**src/rtl/ir_block_fetcher_pkg.sv**
```systemverilog
// Shared constants for the IR block fetcher: default sizes, FSM state codes,
// controller opcodes and a small sizing helper.
package ir_block_fetcher_pkg;

    localparam int DEF_IR_WIDTH   = 8;
    localparam int DEF_ADDR_WIDTH = 8;
    localparam int DEF_BLOCK_LEN  = 8;

    localparam logic [2:0] F_IDLE  = 3'b001;
    localparam logic [2:0] F_FETCH = 3'b010;
    localparam logic [2:0] F_DRAIN = 3'b100;

    typedef enum logic [3:0] {
        OP_NOP        = 4'h0,
        LOAD_IR_BLOCK = 4'h1,
        SET_DATA      = 4'h2
    } ir_opcode_e;

    // Width of a counter that must hold every value from 0 up to len inclusive.
    function automatic int cnt_width(input int len);
        return $clog2(len + 1);
    endfunction

endpackage

```
**src/rtl/ir_block_fetcher_if.sv**
```systemverilog
// Request, memory and instruction-stream signals of the IR block fetcher.
// master = the fetcher itself, slave = the controller/memory side.
interface ir_block_fetcher_if
    import ir_block_fetcher_pkg::*;
#(
    parameter int IR_WIDTH   = DEF_IR_WIDTH,
    parameter int ADDR_WIDTH = DEF_ADDR_WIDTH
);
    logic                  i_req;
    logic [ADDR_WIDTH-1:0] i_addr;
    logic                  i_flush;

    logic                  o_mem_rd;
    logic [ADDR_WIDTH-1:0] o_mem_addr;
    logic [IR_WIDTH-1:0]   i_mem_data;

    logic [IR_WIDTH-1:0]   o_ir;
    logic                  o_ir_valid;
    logic                  i_ir_ready;

    logic                  o_busy;
    logic                  o_block_done;

    modport master (
        input  i_req, i_addr, i_flush, i_mem_data, i_ir_ready,
        output o_mem_rd, o_mem_addr, o_ir, o_ir_valid, o_busy, o_block_done
    );

    modport slave (
        output i_req, i_addr, i_flush, i_mem_data, i_ir_ready,
        input  o_mem_rd, o_mem_addr, o_ir, o_ir_valid, o_busy, o_block_done
    );

endinterface

```
**src/rtl/ir_block_fetcher_fifo2.sv**
```systemverilog
// Two-entry synchronous FIFO with simultaneous push/pop and a flush clear.
// The head word reads as zero whenever the FIFO is empty.
module ir_fifo2 #(
    parameter int WIDTH = 8
) (
    input  logic             clk,
    input  logic             rst_n,
    input  logic             i_flush,
    input  logic             i_push,
    input  logic [WIDTH-1:0] i_data,
    input  logic             i_pop,
    output logic [WIDTH-1:0] o_data,
    output logic [1:0]       o_count,
    output logic             o_empty
);

    logic [WIDTH-1:0] mem_q [2];
    logic [WIDTH-1:0] mem_d [2];
    logic             wr_ptr_q, wr_ptr_d;
    logic             rd_ptr_q, rd_ptr_d;
    logic [1:0]       count_q, count_d;
    logic             do_push, do_pop;

    always_comb begin
        do_pop   = i_pop && (count_q != 2'd0);
        do_push  = i_push && ((count_q != 2'd2) || do_pop);
        mem_d    = mem_q;
        wr_ptr_d = wr_ptr_q;
        rd_ptr_d = rd_ptr_q;
        if (do_push) begin
            mem_d[wr_ptr_q] = i_data;
            wr_ptr_d        = ~wr_ptr_q;
        end
        if (do_pop) begin
            rd_ptr_d = ~rd_ptr_q;
        end
        count_d = count_q + {1'b0, do_push} - {1'b0, do_pop};
        if (i_flush) begin
            count_d  = 2'd0;
            wr_ptr_d = 1'b0;
            rd_ptr_d = 1'b0;
        end
    end

    always_ff @(posedge clk) begin
        if (!rst_n) begin
            mem_q[0] <= '0;
            mem_q[1] <= '0;
            wr_ptr_q <= 1'b0;
            rd_ptr_q <= 1'b0;
            count_q  <= 2'd0;
        end else begin
            mem_q    <= mem_d;
            wr_ptr_q <= wr_ptr_d;
            rd_ptr_q <= rd_ptr_d;
            count_q  <= count_d;
        end
    end

    assign o_empty = (count_q == 2'd0);
    assign o_count = count_q;
    assign o_data  = o_empty ? '0 : mem_q[rd_ptr_q];

    // Upstream credit accounting must never present a push to a full FIFO.
    a_no_overflow: assert property (@(posedge clk) disable iff (!rst_n)
        !(i_push && !i_flush && (count_q == 2'd2) && !i_pop));

endmodule

```
**src/rtl/ir_block_fetcher.sv**
```systemverilog
// Fetches BLOCK_LEN consecutive instruction words from 1-cycle-latency memory
// and streams them to the IR controller through a 2-entry credit-managed FIFO.
module ir_block_fetcher
    import ir_block_fetcher_pkg::*;
#(
    parameter int IR_WIDTH   = DEF_IR_WIDTH,
    parameter int ADDR_WIDTH = DEF_ADDR_WIDTH,
    parameter int BLOCK_LEN  = DEF_BLOCK_LEN
) (
    input  logic               clk,
    input  logic               rst_n,
    ir_block_fetcher_if.master bus
);

    localparam int            CW     = cnt_width(BLOCK_LEN);
    localparam logic [CW-1:0] LEN_C  = CW'(BLOCK_LEN);
    localparam logic [CW-1:0] LAST_C = CW'(BLOCK_LEN - 1);

    logic [2:0]            state_q, state_d;
    logic [ADDR_WIDTH-1:0] rd_addr_q, rd_addr_d;
    logic [CW-1:0]         issue_cnt_q, issue_cnt_d;
    logic [CW-1:0]         pop_cnt_q, pop_cnt_d;
    logic                  inflight_q, inflight_d;
    logic                  block_done_q, block_done_d;

    logic [IR_WIDTH-1:0]   fifo_data;
    logic [1:0]            fifo_count;
    logic                  fifo_empty;
    logic                  pop, push, issue;
    logic [2:0]            credit;

    ir_fifo2 #(
        .WIDTH (IR_WIDTH)
    ) u_fifo (
        .clk     (clk),
        .rst_n   (rst_n),
        .i_flush (bus.i_flush),
        .i_push  (push),
        .i_data  (bus.i_mem_data),
        .i_pop   (pop),
        .o_data  (fifo_data),
        .o_count (fifo_count),
        .o_empty (fifo_empty)
    );

    always_comb begin
        pop  = !fifo_empty && bus.i_ir_ready;
        push = inflight_q && !bus.i_flush;
        // Words already owed to the FIFO after this cycle's pop; a new read
        // is only safe while that leaves room for its data next cycle.
        credit = {1'b0, fifo_count} + {2'b00, inflight_q} - {2'b00, pop};
        issue  = (state_q == F_FETCH) && !bus.i_flush
              && (issue_cnt_q < LEN_C) && (credit < 3'd2);

        state_d      = state_q;
        rd_addr_d    = rd_addr_q;
        issue_cnt_d  = issue_cnt_q;
        pop_cnt_d    = pop_cnt_q;
        inflight_d   = issue;
        block_done_d = 1'b0;

        if (issue) begin
            rd_addr_d   = rd_addr_q + ADDR_WIDTH'(1);
            issue_cnt_d = issue_cnt_q + CW'(1);
        end
        if (pop) begin
            pop_cnt_d = pop_cnt_q + CW'(1);
        end

        case (state_q)
            F_IDLE: begin
                if (bus.i_req && !bus.i_flush) begin
                    state_d     = F_FETCH;
                    rd_addr_d   = bus.i_addr;
                    issue_cnt_d = '0;
                    pop_cnt_d   = '0;
                end
            end
            F_FETCH: begin
                if (issue_cnt_d == LEN_C) begin
                    state_d = F_DRAIN;
                end
            end
            F_DRAIN: begin
                if (pop && (pop_cnt_q == LAST_C)) begin
                    state_d      = F_IDLE;
                    block_done_d = 1'b1;
                end
            end
            default: state_d = F_IDLE;
        endcase

        if (bus.i_flush) begin
            state_d      = F_IDLE;
            inflight_d   = 1'b0;
            block_done_d = 1'b0;
        end
    end

    always_ff @(posedge clk) begin
        if (!rst_n) begin
            state_q      <= F_IDLE;
            rd_addr_q    <= '0;
            issue_cnt_q  <= '0;
            pop_cnt_q    <= '0;
            inflight_q   <= 1'b0;
            block_done_q <= 1'b0;
        end else begin
            state_q      <= state_d;
            rd_addr_q    <= rd_addr_d;
            issue_cnt_q  <= issue_cnt_d;
            pop_cnt_q    <= pop_cnt_d;
            inflight_q   <= inflight_d;
            block_done_q <= block_done_d;
        end
    end

    assign bus.o_mem_rd     = issue;
    assign bus.o_mem_addr   = rd_addr_q;
    assign bus.o_ir         = fifo_data;
    assign bus.o_ir_valid   = !fifo_empty;
    assign bus.o_busy       = (state_q != F_IDLE);
    assign bus.o_block_done = block_done_q;

    // A stalled head word must hold until it is taken or flushed away.
    a_stall_stable: assert property (@(posedge clk) disable iff (!rst_n)
        (bus.o_ir_valid && !bus.i_ir_ready && !bus.i_flush)
        |=> (bus.o_ir_valid && $stable(bus.o_ir)));

endmodule

```
**src/flat_wrapper.sv**
```systemverilog
// flat-port wrapper written by rule: the top's interface ports become plain ports
module ir_block_fetcher_flat import ir_block_fetcher_pkg::*;
#(
    parameter int IR_WIDTH   = DEF_IR_WIDTH,
    parameter int ADDR_WIDTH = DEF_ADDR_WIDTH,
    parameter int BLOCK_LEN  = DEF_BLOCK_LEN
)
  (clk, rst_n, bus_i_req, bus_i_addr, bus_i_flush, bus_i_mem_data, bus_i_ir_ready, bus_o_mem_rd, bus_o_mem_addr, bus_o_ir, bus_o_ir_valid, bus_o_busy, bus_o_block_done);
  ir_block_fetcher_if #(.IR_WIDTH(IR_WIDTH), .ADDR_WIDTH(ADDR_WIDTH)) bus_i ();
  input  logic clk;
  input  logic rst_n;
  input wire logic [$bits(bus_i.i_req)-1:0] bus_i_req;
  input wire logic [$bits(bus_i.i_addr)-1:0] bus_i_addr;
  input wire logic [$bits(bus_i.i_flush)-1:0] bus_i_flush;
  input wire logic [$bits(bus_i.i_mem_data)-1:0] bus_i_mem_data;
  input wire logic [$bits(bus_i.i_ir_ready)-1:0] bus_i_ir_ready;
  output wire logic [$bits(bus_i.o_mem_rd)-1:0] bus_o_mem_rd;
  output wire logic [$bits(bus_i.o_mem_addr)-1:0] bus_o_mem_addr;
  output wire logic [$bits(bus_i.o_ir)-1:0] bus_o_ir;
  output wire logic [$bits(bus_i.o_ir_valid)-1:0] bus_o_ir_valid;
  output wire logic [$bits(bus_i.o_busy)-1:0] bus_o_busy;
  output wire logic [$bits(bus_i.o_block_done)-1:0] bus_o_block_done;
  assign bus_i.i_req = bus_i_req;
  assign bus_i.i_addr = bus_i_addr;
  assign bus_i.i_flush = bus_i_flush;
  assign bus_i.i_mem_data = bus_i_mem_data;
  assign bus_i.i_ir_ready = bus_i_ir_ready;
  assign bus_o_mem_rd = bus_i.o_mem_rd;
  assign bus_o_mem_addr = bus_i.o_mem_addr;
  assign bus_o_ir = bus_i.o_ir;
  assign bus_o_ir_valid = bus_i.o_ir_valid;
  assign bus_o_busy = bus_i.o_busy;
  assign bus_o_block_done = bus_i.o_block_done;
  ir_block_fetcher #(.IR_WIDTH(IR_WIDTH), .ADDR_WIDTH(ADDR_WIDTH), .BLOCK_LEN(BLOCK_LEN)) u_core (.clk(clk), .rst_n(rst_n), .bus(bus_i));
endmodule
```
**config.mk**
```make
export PLATFORM = sky130hd
export DESIGN_NAME = ir_block_fetcher_flat
export DESIGN_NICKNAME = d
export VERILOG_FILES = /design/src/rtl/ir_block_fetcher_pkg.sv /design/src/rtl/ir_block_fetcher_if.sv /design/src/rtl/ir_block_fetcher_fifo2.sv /design/src/rtl/ir_block_fetcher.sv /design/src/flat_wrapper.sv
export SDC_FILE = /design/constraint.sdc
export NUM_CORES = 1
export LEC_CHECK = 0
export CORE_MARGIN = 3
export CORE_UTILIZATION = 25
export DETAILED_ROUTE_END_ITERATION = 6
export DONT_BUFFER_PORTS = 1
export GPL_TIMING_DRIVEN = 1
export PLACE_DENSITY = 0.44
export REMOVE_ABC_BUFFERS = 1
export SLEW_MARGIN = 10
export SYNTH_ARGS = -nofsm -noshare
export SYNTH_HDL_FRONTEND = slang
export SYNTH_SLANG_ARGS = --single-unit
```
**constraint.sdc**
```tcl
create_clock -name clk -period 4.5 [get_ports clk]
set_clock_uncertainty 0.15 [all_clocks]
set_input_delay 0.45 -clock clk [delete_from_list [all_inputs] [get_ports clk]]
set_output_delay 0.45 -clock clk [all_outputs]
set_load 0.02 [all_outputs]
```
Figure 1. Supply network (run 1).
Drawn at 4 px/um. Pins as bars on the die edge.
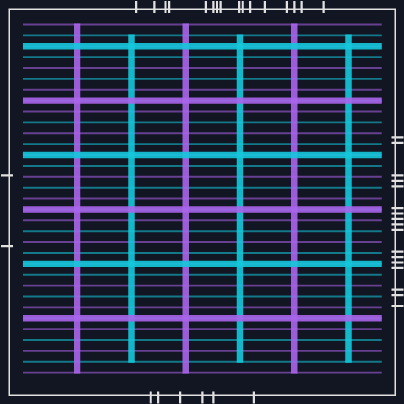
net	color
VDD	cyan
VSS	purple
met4 straps	6
met1 rails	33
core region area: 7807 um2
horizontal die dimension: 96.10 um
maximum vdd drop: 0.09668 mV
height of the die: 96.10 um

Figure 2. Gate-type map (run 1).
Drawn at 3 px/um.
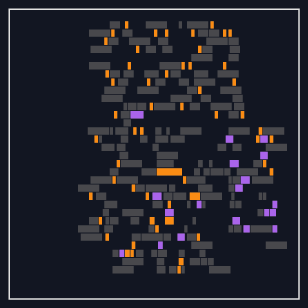
family	color	cells	most used
inverting AOI/OAI gates	purple	19	a211oi_1
NOR gates	orange	54	nor2_1

Figure 3. Routed clock nets over the placement (run 1).
Drawn at 3 px/um.
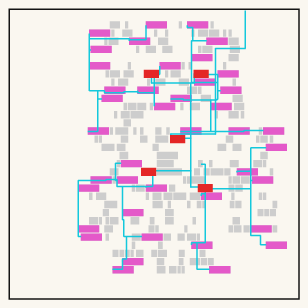
[clock wires] cyan | length: 561 um
[flip-flops] magenta | count: 41
[cells driving clock nets] red | count: 5
routed clock nets	6

==> impl_metrics.tcl, run 1 <==
# collected from the flow reports
set metrics [dict create \
    worst_min_delay_path_endpoint "u_core.bus.o_mem_addr[4]" \
    cp_max_fo 10 \
    synth_sequential_area_ratio_pct 40.44 \
    critPathTopFamily "adder cells" \
    worst_r2r_startpoint "u_core.u_fifo.o_count[1]" \
    timing.max_cap.violations 0 \
    pg_clk_w 0.000221 \
    n_all_buffers 0 \
    clock_sinks 41 \
    grt_max_degree 22 \
    grt_overflow 0 \
    post_drt_via_cell_ratio 4.757 \
    yosys-stat-area_um2 2029 \
    cts_hold_repair.buffers 0 \
    port-buffer-count 0 \
    fillers 833 \
    grt.met3_usage_pct 3.675 \
    number_of_h_tree_levels 2 \
    timing.critical_path.to_type "output pin" \
    detailedPlacementHpwl_mm 3.356 \
    grt.total_usage_pct 10.25 \
    dominantRegCellSynth "sky130_fd_sc_hd__dfxtp_1" \
    final_net_count 248 \
    synth.ff_latch_count 41 \
    number_of_detailed_routing_iterations_run_before_antenna_repair 4 \
    cpMaxStageDelayCell "sky130_fd_sc_hd__dfxtp_1" \
    stage_log_warnings 25 \
    power.combinational.total_w 0.0000285 \
    finalCriticalPeriod_ns 3.337 \
    worst_slew_margin_rel_pct 36.34 \
    floorplan.rows 32 \
    synth_warnings 0 \
    grt_setup_unrepaired "no" \
    grt_antenna_before_repair 0 \
    worstPathRequired_ns 3.90 \
    cp_slowest_stage_delay_ns 0.57 \
    finalNonFillerCells 321 \
    resized_gates_after_cts 0 \
    gp_congestion 0.7149 \
    dominant_cell_area_share_pct 40.44 \
    drt-initial-drc-count 78 \
    sequential_cell_total 41 \
    area.sequential_um2 820.8 \
    root_buffer "sky130_fd_sc_hd__clkbuf_8" \
    outcome "complete, no violations" \
    placed_cells_incl_taps 315 \
    intPower_w 0.0004812 \
    finalSetupTns_ns 0 \
    layout.non_clock_inverters 7 \
    yosys.cell_types.count 44 \
    dr.max_layer_used "met4" \
    synth.top_cells.by_area "sky130_fd_sc_hd__dfxtp_1 40%, sky130_fd_sc_hd__mux2i_1 12%, sky130_fd_sc_hd__nor2_1 8.9%, sky130_fd_sc_hd__ha_1 3.7%, sky130_fd_sc_hd__xnor2_1 2.6%" \
    r2r_slack_ns 1.31 \
    num_io_pins 41 \
    wirelength_met1_mm 2.032 \
    crit_arrival_ns 2.74 \
    initial_utilization_pct 25.99 \
    static-leakage-power_nw 0.7927 \
    buf_share_pct 0 \
    use_met2_pct 15.70 \
    ys_async_sr_fraction_pct 0 \
    slew_at_the_pin_closest_to_its_max_slew_limit_ns 0.9531 \
    final_min_period_over_clock_period_pct 74.16 \
    post_route_cells_drive_above_1_share_pct 6.393 \
    seq_share_pct 37.23 \
    placement.setup.worst_slack_ns 1.305 \
    max_clock_freq_mhz 299.6 \
    syn_to_final_growth_pct 8.631 \
    met3_length_um 358 \
    worst_hold_path_type "input pin to flop" \
    hp-start "rst_n" \
    met2_wirelength_mm 2.091 \
    placement.cell_area_um2 2131 \
    cts_tree "done" \
    ordered_list_of_cells_on_the_worst_path "o21a_1 > ha_1 > nand2b_1 > fa_1 > nor4b_4 > nand3_4 > clkinv_1" \
    power.switching_w 0.0001507 \
    rr_worst_depth 8 \
    cts-root-to-sink-buffers 2 \
    power.clock.fraction_pct 34.9 \
    worstSkewPairLatency_ns 0.29 \
    commonest_cells_after_routing_fill_and_taps_aside "48 x sky130_fd_sc_hd__nor2_1, 41 x sky130_fd_sc_hd__dfxtp_1, 25 x sky130_fd_sc_hd__mux2i_1" \
    register_bank_with_the_most_flops "u_core.u_fifo.mem_q" \
    design.die.area_um2 9235 \
    share_seq_of_total_power_pct 60.6 \
    comb_area_share_pct 52.44 \
    dr_total_vias 1527 \
    vias_in_the_first_global_route 1482 \
    layout.clock.cell_area_share_pct 3.348 \
    p_seq_w 0.000383 \
    number_of_instances_in_the_synthesized_netlist 220 \
    grt_pass1_wl_mm 7.383 \
    top_power_group "registers" \
    final_area_um2 2205 \
    detail_route.drc_violations 0 \
    cts_buffers 5 \
    synth_stat.cells 220 \
    crit_path_launch_type "flop" \
    largest_reg_flops 16 \
    whs_path_depth 2 \
    detail-route-antenna-nets 0 \
    crit_buf_inv 1 \
    power.total_w 0.0006319 \
    final_core_utilization_pct 28.24 \
    cts_clk_pin_slew_worst_paths_ns 0.08 \
    global_route.usage.met1_pct 13.26 \
    syn-mean-instance-area_um2 9.225 \
    logic_gates 165 \
    synthesis.area_um2 2029 \
    final_common_cell "sky130_fd_sc_hd__nor2_1" \
    top_cells_by_count "48 x sky130_fd_sc_hd__nor2_1, 41 x sky130_fd_sc_hd__dfxtp_1, 25 x sky130_fd_sc_hd__mux2i_1" \
    gr-max-usage-layer "met2" \
    post_cts_buffers 0 \
    postRouteWirelength_mm 4.545 \
    report.final.hold_viol_count 0 \
    postLayoutSetupSlackWorst_ns 1.163 \
    tap_cells 102 \
    area_dominant_class "combinational gates" \
    worst_r2r_endpoint "u_core.bus.o_mem_addr[7]" \
    timing_max_transition_violations_final 0 \
    switching_share_pct 23.85 \
    post_drt_wl_per_cell_um 14.16 \
    powerDensity_nw_per_um2 286.6 \
    num_antenna_cells 0 \
    hold-worst-slack_ns 0.1478 \
    timing.setup.critical_path_class "flop to output pin" \
    enable_flop_cells 0 \
    final-comb-area_um2 1156 \
    synth.largest_area_cell "sky130_fd_sc_hd__dfxtp_1" \
]
-- run 1: how the worst max path moves through the flow --
| stage | from | end | cells after the start |
|---|---|---|---|
| after floorplan | u_core.u_fifo.o_count[1] | u_core.bus.o_mem_addr[7] | 8 |
| after global routing | u_core.u_fifo.o_count[1] | bus_o_mem_rd | 7 |
| after detailed placement | u_core.u_fifo.o_count[1] | u_core.bus.o_mem_addr[7] | 8 |
| after global placement | u_core.u_fifo.o_count[1] | u_core.bus.o_mem_addr[7] | 8 |
| after CTS | u_core.u_fifo.o_count[1] | bus_o_mem_rd | 7 |
| final | u_core.u_fifo.o_count[1] | bus_o_mem_rd | 7 |
-- run 1: logic make-up after synthesis --
group	share of synthesized area, %
xor+xnor	5.980
fa+ha+maj	4.686
simple gates	24.85
mux	12.33
buf+inv	2.589
flops	40.44
compound gates	9.124
==> inputs of run 2 (changes only) <==
--- a/config.mk
+++ b/config.mk
@@ -10,7 +10,7 @@
 export DETAILED_ROUTE_END_ITERATION = 6
 export DONT_BUFFER_PORTS = 1
 export GPL_TIMING_DRIVEN = 1
-export PLACE_DENSITY = 0.44
+export PLACE_DENSITY = 0.46
 export REMOVE_ABC_BUFFERS = 1
 export SLEW_MARGIN = 10
 export SYNTH_ARGS = -nofsm -noshare
==> constraint.sdc (replaced) <==
create_clock -name clk -period 2.7 [get_ports clk]
set_clock_uncertainty 0.15 [all_clocks]
set_input_delay 0.27 -clock clk [delete_from_list [all_inputs] [get_ports clk]]
set_output_delay 0.27 -clock clk [all_outputs]
set_load 0.02 [all_outputs]
Figure 4. Supply network (run 2).
Drawn at 4 px/um. Pins as bars on the die edge.
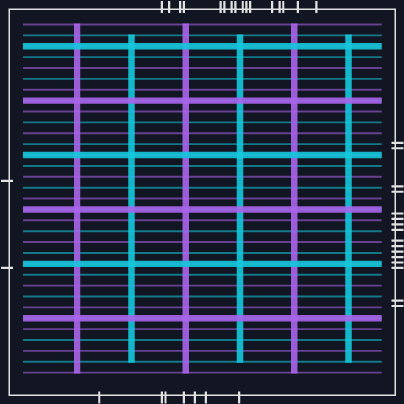
net	color
VSS	purple
VDD	cyan
met1 rails	33
met5 straps	6
met4 straps	6
rows	32

Figure 5. Gate-type map (run 2).
Drawn at 3 px/um.
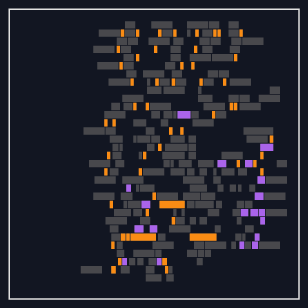
family	color	cells
NOR gates	orange	54
inverting AOI/OAI gates	purple	19
Post-Layout Cell Count: 345
highest-count logic cell in the final layout: sky130_fd_sc_hd__nor2_1
Comb/total area: 48.83%

==> impl_metrics.tcl, run 2 <==
# collected from the flow reports
set metrics [dict create \
    outcome "finished, violations left" \
    failing_checks "setup timing" \
    worstSkewPairLatency_ns 0.29 \
    max_clock_freq_mhz 356.8 \
    synthesis.area_um2 2029 \
    crit_path_start "u_core.u_fifo.o_count[0]" \
    ys_sh_adder_pct 4.686 \
    worst_min_delay_path_endpoint "u_core.bus.o_mem_addr[1]" \
    cts_hold_repair.buffers 10 \
    synth.ff_latch_count 41 \
    worst_r2r_endpoint "u_core.state_q[1]" \
    powerDensity_nw_per_um2 441.1 \
    crit_buf_inv 3 \
    synth.top_cells.by_area "sky130_fd_sc_hd__dfxtp_1 40%, sky130_fd_sc_hd__mux2i_1 12%, sky130_fd_sc_hd__nor2_1 8.9%, sky130_fd_sc_hd__ha_1 3.7%, sky130_fd_sc_hd__xnor2_1 2.6%" \
    final-comb-area_um2 1227 \
    vias_in_the_first_global_route 1473 \
    post_route_cells_drive_above_1_share_pct 14.81 \
    largest_reg_flops 16 \
    detailedPlacementHpwl_mm 3.375 \
    die_height_um 96.10 \
    postRouteWirelength_mm 4.684 \
    dr_total_vias 1596 \
    yosys-mux-area-fraction_pct 12.33 \
    clock_sinks 41 \
    grt_setup_unrepaired "yes" \
    r2r_slack_ns -0.05 \
    cts-root-to-sink-buffers 2 \
    cp_max_fo 4 \
    grt.total_usage_pct 10.50 \
    area_dominant_class "combinational gates" \
    vdd.ir_drop.worst_mv 0.1846 \
    initial_utilization_pct 25.99 \
    synth.largest_area_cell "sky130_fd_sc_hd__dfxtp_1" \
    design.core.area_um2 7807 \
    fillers 838 \
    worst_r2r_startpoint "u_core.u_fifo.o_count[0]" \
    syn-mean-instance-area_um2 9.225 \
    resized_gates_after_cts 12 \
    syn_to_final_growth_pct 23.86 \
    port-buffer-count 0 \
    commonest_cells_after_routing_fill_and_taps_aside "48 x sky130_fd_sc_hd__nor2_1, 39 x sky130_fd_sc_hd__dfxtp_1, 25 x sky130_fd_sc_hd__mux2i_1" \
    buf_share_pct 8.462 \
    placed_cells_incl_taps 324 \
    register_bank_with_the_most_flops "u_core.u_fifo.mem_q" \
    post_cts_buffers 2 \
    grt_overflow 0 \
    grt_antenna_before_repair 0 \
    report.final.hold_viol_count 0 \
    number_of_h_tree_levels 2 \
    n_all_buffers 22 \
    rr_worst_depth 10 \
    die_w_um 96.10 \
    timing_max_transition_violations_final 0 \
    layout.clock.cell_area_share_pct 3.335 \
    xor_xnor_portion_of_the_synthesized_cell_area_pct 5.980 \
    cts_tree "done" \
    tap_cells 102 \
    gp_congestion 0.7156 \
    cpMaxStageDelayCell "sky130_fd_sc_hd__fa_1" \
    num_antenna_cells 0 \
    ordered_list_of_cells_on_the_worst_path "o21a_1 > ha_1 > nand2b_4 > fa_1 > nor4b_4 > nand3_4 > buf_6 > clkinv_8 > buf_8" \
    enable_flop_cells 0 \
    area.sequential_um2 823.3 \
    synth_warnings 0 \
    timing.setup.critical_path_class "flop to output pin" \
    num_io_pins 41 \
    number_of_instances_in_the_synthesized_netlist 220 \
    crit_path_launch_type "flop" \
    final_net_count 270 \
    grt_max_degree 22 \
    timing.critical_path.to_type "output pin" \
    yosys-stat-area_um2 2029 \
    seq_share_pct 32.75 \
    layout.non_clock_inverters 7 \
    stage_log_warnings 27 \
    post_drt_via_cell_ratio 4.626 \
    critPathTopFamily "adder cells" \
    hp-start "bus_i_addr[1]" \
    detail_route.drc_violations 0 \
    sequential_cell_total 41 \
    cts_buffers 5 \
    postLayoutSetupSlackWorst_ns -0.1027 \
    ys_sh_simple_pct 24.85 \
    ys_async_sr_fraction_pct 0 \
    synth_stat.cells 220 \
    finalCriticalPeriod_ns 2.803 \
    report.final.setup_viol 6 \
    crit_arrival_ns 2.38 \
    synth_sequential_area_ratio_pct 40.44 \
    drt-initial-drc-count 43 \
    final_min_period_over_clock_period_pct 103.8 \
    root_buffer "sky130_fd_sc_hd__clkbuf_8" \
    slew_at_the_pin_closest_to_its_max_slew_limit_ns 0.7195 \
    cts_clk_pin_slew_worst_paths_ns 0.08 \
    worstPathRequired_ns 2.28 \
    timing.max_cap.violations 0 \
    top_cells_by_count "48 x sky130_fd_sc_hd__nor2_1, 41 x sky130_fd_sc_hd__dfxtp_1, 25 x sky130_fd_sc_hd__mux2i_1" \
    cp_slowest_stage_delay_ns 0.51 \
    floorplan.rows 32 \
    dominant_cell_area_share_pct 40.44 \
    logic_gates 165 \
    worst_hold_path_type "input pin to flop" \
    dominantRegCellSynth "sky130_fd_sc_hd__dfxtp_1" \
    number_of_detailed_routing_iterations_run_before_antenna_repair 4 \
    and_or_or_and_share_of_the_synthesized_area_pct 9.125 \
    whs_path_depth 2 \
    detail-route-antenna-nets 0 \
    cp.depth 9 \
]
run 2: power breakdown:
group	switching, W	internal [W]	leakage [nW]
clock network	0.000219	0.000183	0.0385
registers	0.0000258	0.000613	0.333
logic	0.0000346	0.0000331	0.616
run 2: per-stage QoR:
stage	util (%)	instance area [um2]	setup slack (ns)	hold WS [ns]	TNS [ns]
floorplan	-	2003	-0.2832	0.2583	-0.5879
global placement	28.16	2198	-0.08825	0.2680	-0.1546
detailed placement	28.16	2198	-0.1040	0.2700	-0.2796
CTS	31.51	2460	-0.1533	0.004301	-0.4561
global route	32.20	2514	-0.1908	0.02088	-1.192
finish	32.20	2514	-0.1027	0.01317	-0.2629
run 2: layer usage:
layer	global-route usage (%)	routed length, um
met1	13.78	2151
met5	0	0
met2	15.70	2178
met4	4.147	70
met3	3.597	283
==> inputs of run 3 (changes only) <==
--- a/config.mk
+++ b/config.mk
@@ -5,7 +5,7 @@
 export SDC_FILE = /design/constraint.sdc
 export NUM_CORES = 1
 export LEC_CHECK = 0
-export CORE_MARGIN = 3
+export CORE_MARGIN = 5
 export CORE_UTILIZATION = 25
 export DETAILED_ROUTE_END_ITERATION = 6
 export DONT_BUFFER_PORTS = 1
Figure 6. Routed clock nets over the placement (run 3).
Drawn at 3 px/um.
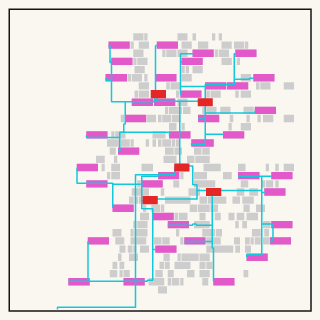
[flip-flops] magenta | count: 41
[clock wires] cyan | length: 628 um
[cells driving clock nets] red | count: 5
routed clock nets	6

Figure 7. Gate-type map (run 3).
Drawn at 3 px/um.
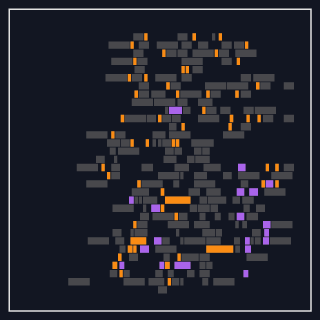
family	color	cells	most used
NOR gates	orange	54	nor2_1
inverting AOI/OAI gates	purple	19	a211oi_1
Comb/total area: 48.23%

==> impl_metrics.tcl, run 3 <==
# collected from the flow reports
set metrics [dict create \
    grt_antenna_before_repair 0 \
    worst_r2r_startpoint "u_core.u_fifo.o_count[1]" \
    critPathTopFamily "adder cells" \
    synth_warnings 0 \
    dominantRegCellSynth "sky130_fd_sc_hd__dfxtp_1" \
    powerDensity_nw_per_um2 445.8 \
    grt_max_degree 22 \
    syn-mean-instance-area_um2 9.225 \
    ys_async_sr_fraction_pct 0 \
    final_core_utilization_pct 32.13 \
    yosys.cell_types.count 44 \
    grt_overflow 0 \
    synth.ff_latch_count 41 \
    max_clock_freq_mhz 356.3 \
    cpMaxStageDelayCell "sky130_fd_sc_hd__fa_1" \
    slew_at_the_pin_closest_to_its_max_slew_limit_ns 0.7528 \
    cts_clk_pin_slew_worst_paths_ns 0.08 \
    power.total_w 0.001118 \
    logic_family "simple AND/OR/NAND/NOR gates" \
    report.final.setup_viol 8 \
    worstSkewPairLatency_ns 0.29 \
    worst_min_delay_path_endpoint "u_core.bus.o_mem_addr[7]" \
    design.core.area_um2 7807 \
    final_min_period_over_clock_period_pct 103.9 \
    drt-initial-drc-count 68 \
    largest_reg_flops 16 \
    cp.depth 9 \
    hp-start "bus_i_addr[7]" \
    rr_worst_depth 10 \
    resized_gates_after_cts 13 \
    commonest_cells_after_routing_fill_and_taps_aside "48 x sky130_fd_sc_hd__nor2_1, 40 x sky130_fd_sc_hd__dfxtp_1, 25 x sky130_fd_sc_hd__mux2i_1" \
    timing.critical_path.to_type "output pin" \
    crit_path_launch_type "flop" \
    gp_congestion 0.7239 \
    post_route_cells_drive_above_1_share_pct 14.81 \
    postRouteWirelength_mm 4.955 \
    detail_route.drc_violations 0 \
    static-leakage-power_nw 0.9879 \
    post_drt_wl_per_cell_um 14.36 \
    crit_arrival_ns 2.39 \
    worst_slew_margin_rel_pct 49.76 \
    r2r_slack_ns -0.06 \
    grt.total_usage_pct 10.28 \
    outcome "finished, violations left" \
    dominant_cell_area_share_pct 40.44 \
    synth.largest_area_cell "sky130_fd_sc_hd__dfxtp_1" \
    port-buffer-count 0 \
    top_cells_by_count "48 x sky130_fd_sc_hd__nor2_1, 41 x sky130_fd_sc_hd__dfxtp_1, 25 x sky130_fd_sc_hd__mux2i_1" \
    num_antenna_cells 0 \
    enable_flop_cells 0 \
    vdd.ir_drop.worst_mv 0.1449 \
    cts_buffers 5 \
    stage_log_warnings 27 \
    yosys.cell_count.top_type "sky130_fd_sc_hd__nor2_1" \
    detail-route-antenna-nets 0 \
    dr_total_vias 1597 \
    finalCriticalPeriod_ns 2.807 \
    xor_xnor_portion_of_the_synthesized_cell_area_pct 5.980 \
    failing_checks "setup timing" \
    met2_wirelength_mm 2.266 \
    floorplan.rows 32 \
    final_common_cell "sky130_fd_sc_hd__nor2_1" \
    cts_tree "done" \
    ordered_list_of_cells_on_the_worst_path "o21a_1 > ha_1 > nand2b_4 > fa_1 > nor4b_4 > nand3_4 > buf_6 > clkinv_8 > buf_8" \
    ys_sh_adder_pct 4.686 \
    num_io_pins 41 \
    report.final.hold_viol_count 0 \
    detailedPlacementHpwl_mm 3.512 \
    vias_in_the_first_global_route 1673 \
    fillers 830 \
    cts-root-to-sink-buffers 2 \
    number_of_h_tree_levels 2 \
    whs_path_depth 2 \
    die_height_um 100.1 \
    number_of_instances_in_the_synthesized_netlist 220 \
    grt_setup_unrepaired "yes" \
    cts_hold_repair.buffers 10 \
    hold-worst-slack_ns 0.009475 \
    number_of_detailed_routing_iterations_run_before_antenna_repair 4 \
    root_buffer "sky130_fd_sc_hd__clkbuf_8" \
    post_drt_via_cell_ratio 4.629 \
    initial_utilization_pct 25.99 \
    worst_r2r_endpoint "u_core.state_q[1]" \
    crit_path_start "u_core.u_fifo.o_count[1]" \
    ys_sh_simple_pct 24.85 \
    and_or_or_and_share_of_the_synthesized_area_pct 9.125 \
    yosys-mux-area-fraction_pct 12.33 \
    timing.setup.critical_path_class "flop to output pin" \
    synthesis.area_um2 2029 \
    use_met2_pct 16.57 \
    design.die.area_um2 10020 \
    worstPathRequired_ns 2.28 \
    synth_sequential_area_ratio_pct 40.44 \
    cp_slowest_stage_delay_ns 0.51 \
    post_cts_buffers 3 \
    grt_pass1_wl_mm 8.266 \
    worst_hold_path_type "input pin to flop" \
    crit_buf_inv 3 \
    yosys-stat-area_um2 2029 \
    grt.met3_usage_pct 4.031 \
    synth.top_cells.by_area "sky130_fd_sc_hd__dfxtp_1 40%, sky130_fd_sc_hd__mux2i_1 12%, sky130_fd_sc_hd__nor2_1 8.9%, sky130_fd_sc_hd__ha_1 3.7%, sky130_fd_sc_hd__xnor2_1 2.6%" \
    die_w_um 100.1 \
    syn_to_final_growth_pct 23.61 \
    finalSetupTns_ns -0.2824 \
    endpoint "bus_o_mem_rd" \
    global_route.usage.met1_pct 12.38 \
    dr.max_layer_used "met4" \
    gr-max-usage-layer "met2" \
    met3_length_um 358 \
    synth_stat.cells 220 \
    timing_max_transition_violations_final 0 \
    timing.max_cap.violations 0 \
    clock_sinks 41 \
    final_net_count 271 \
    cp_max_fo 4 \
    postLayoutSetupSlackWorst_ns -0.1066 \
    register_bank_with_the_most_flops "u_core.u_fifo.mem_q" \
    wirelength_met1_mm 2.264 \
]
==> run 3: report_power, final <==
part           internal, W   total, W  switching, W
clock network     0.000203   0.000412      0.000209
registers         0.000613   0.000639     0.0000253
logic            0.0000319  0.0000674     0.0000355
==> run 3: final cells by class <==
cell class / count / area (um2) / area share (%)
Sequential cell: 41 / 822.0 / 32.77
Inverter: 7 / 38.79 / 1.546
Tap cell: 102 / 127.6 / 5.087
Timing Repair Buffer: 23 / 224.0 / 8.928
Clock buffer: 7 / 86.33 / 3.441
Multi-Input combinational cell: 165 / 1210 / 48.23
==> run 3: metrics by stage <==
step                worst slack [ns]  std cells  area, um2
global route                 -0.2075        345       2509
CTS                          -0.1712        344       2469
detailed placement           -0.1320        324       2198
floorplan                    -0.2832        213       2003
finish                       -0.1066        345       2509
global placement            -0.08514        324       2198

==> gallery <==
Clock nets.
Plate I
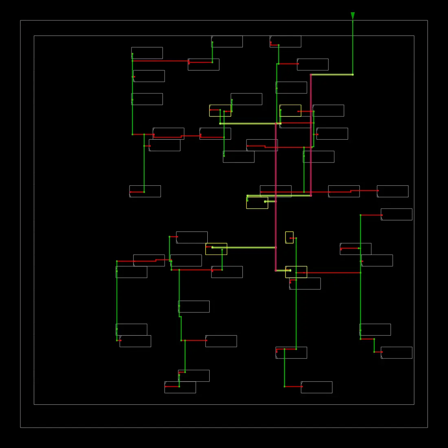
Plate II
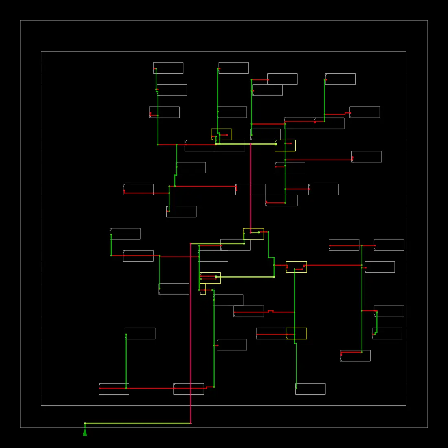
- run 1 = Plate I
- run 3 = Plate II

No activity file was given, so power comes from the tool's default toggle rates.
